closeup.png
Region (39, 39) to (59, 59) um. Cells in grey, sequential cells in the stronger grey; small squares are vias.
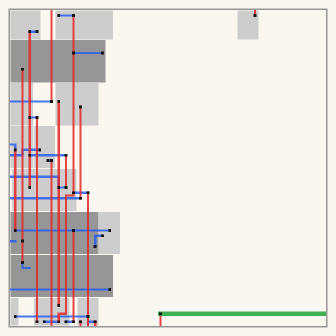
pinout.png
The bar under the picture is 20 um long. Pins as bars across the die edge, other pins in grey.
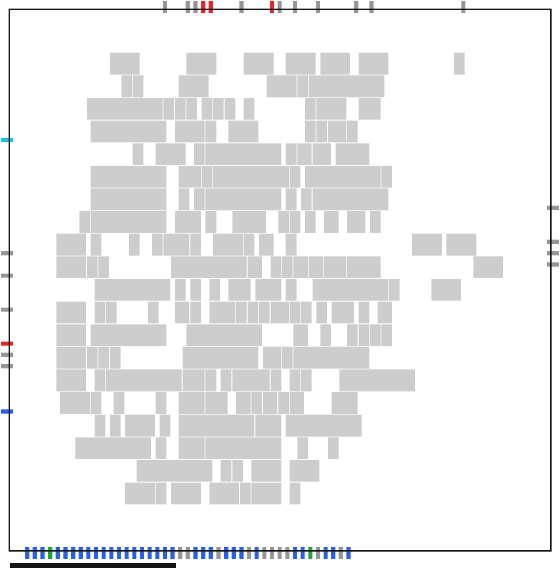
sizing.png
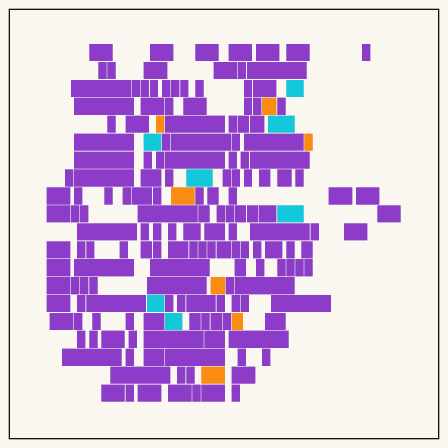
util_map.png
The die is cut into 6 by 6 equal tiles; white is low, dark blue is high, 0 to 100% covered.
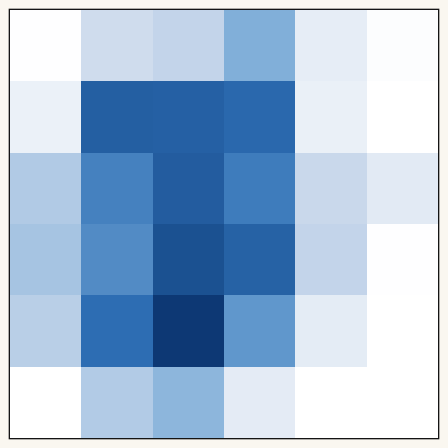
placed.png
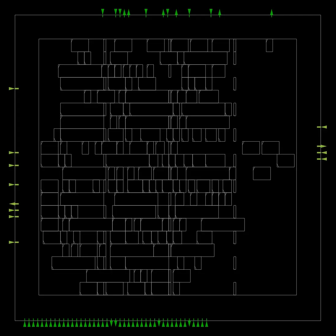
==> config.mk <==
export PLATFORM = sky130hd
export DESIGN_NAME = axs_wr_fifo_fsm
export DESIGN_NICKNAME = d
export VERILOG_FILES = /design/src/rtl/axs_pkg.sv /design/src/rtl/axs_beat_cnt.sv /design/src/rtl/axs_wr_fifo_fsm.sv
export SDC_FILE = /design/constraint.sdc
export NUM_CORES = 1
export LEC_CHECK = 0
export ABC_AREA = 1
export ABC_CLOCK_PERIOD_IN_PS = 3600
export CORE_MARGIN = 5
export CORE_UTILIZATION = 41
export DETAILED_ROUTE_END_ITERATION = 10
export PLACE_DENSITY = 0.89
export SYNTH_ARGS = -nofsm -noshare
export SYNTH_HDL_FRONTEND = slang
export SYNTH_SLANG_ARGS = --single-unit
==> constraint.sdc <==
create_clock -name clk -period 3.6 [get_ports clk]
set_clock_uncertainty 0.2 [all_clocks]
set_input_delay 0.72 -clock clk [delete_from_list [all_inputs] [get_ports clk]]
set_output_delay 0.72 -clock clk [all_outputs]
set_load 0.01 [all_outputs]
==> run notes <==
yosys + openroad results -> Slew headroom 39.22%, Flops after synth 25, global-route wire length before repair 4008 um, Compound Share, Synth 3.640%, Leakage Power 0.8009 nW, clk buf depth 2, Cell Chain, Critical Path clkdlybuf4s50_1 -> nor2_4 -> nand2_4 -> clkinv_2 -> clkdlybuf4s50_1, number of post-CTS setup repair buffers 0, DRT met1 WL 1002 um, met2 GRT Util 21.20%, Clock power frac 11.7%, internal power 0.6610 mW, GRT overflow 0, Well Taps 33, Post-DP HPWL 1830 um, seq pwr 0.497 mW, Critical Path AT 2.09 ns, post-synth top area cell dfrtp_1, share of cells above drive strength 1 7.735%, Post-Synth Adder-Cell Area 1.011%, largest stage delay on the critical path 0.53 ns, Top logic family simple AND/OR/NAND/NOR gates, top_reg_cell synth dfrtp_1, H-tree Lvls 1, status finished clean, Worst Hold Slack 0.2929 ns, reg2reg setup slack 2.02 ns, Area leader share 50.56%, delay-heaviest family, CP buffers and inverters, Final Wtd Congestion 0.8627, GR peak layer met2, number of cells on the critical path 5, via count 1,007, post-placement cell count 210, worst vdd ir 0.0003485 V, multi-input gate count 108, Buffers, non-clock 30, pre-CTS setup slack 0.5823 ns, largest cell class by area flip-flops and latches, Yosys Instances 151, XOR/XNOR Area Share 5.662%, RSZ-0062 raised after global routing false
## Picture notes: closeup.png
red -> M2
green -> M3
blue -> M1
cells with their middle in the window = 13
sequential cells in the window = 3
most frequent = dfrtp_1 (3), clkdlybuf4s50_1 (2)

## Picture notes: pinout.png
green -> `axs_s0_awburst`  # pins 2, direction input, edge south
red -> `axs_s0_bid`  # pins 4, direction output, edge 3 north, 1 west
blue -> `axs_s0_awaddr`  # pins 32, direction input, edge 31 south, 1 west
cyan -> `clk`  # pins 1, direction input, edge west
all pins by edge = 43 south, 13 north, 8 west, 4 east
# port buffers: 29
die height: 64.94 um
Die Width: 64.94 um

## Picture notes: sizing.png
orange -> x2  # cells 7
cyan -> x3 and x4  # cells 7
purple -> x1 and smaller  # cells 167
synth-to-layout area growth: 27.00%
fin worst setup slack: 0.5913 ns
fin area: 1572 um2

## Picture notes: util_map.png
densest ninth of the die = centre
emptiest ninth of the die = south-east
fullest tile = 97%
mean over tiles = 36%
nearly empty tiles = 22%
tiles over 75% full = 22%
Core Region: 2978 um2
final core utilization: 52.77%
initial core utilization: 41.55%

## Picture notes: placed.png
register share of the cell area: 39.81%
final cell count without fillers: 214

Power is estimated from default activity; no workload was simulated.
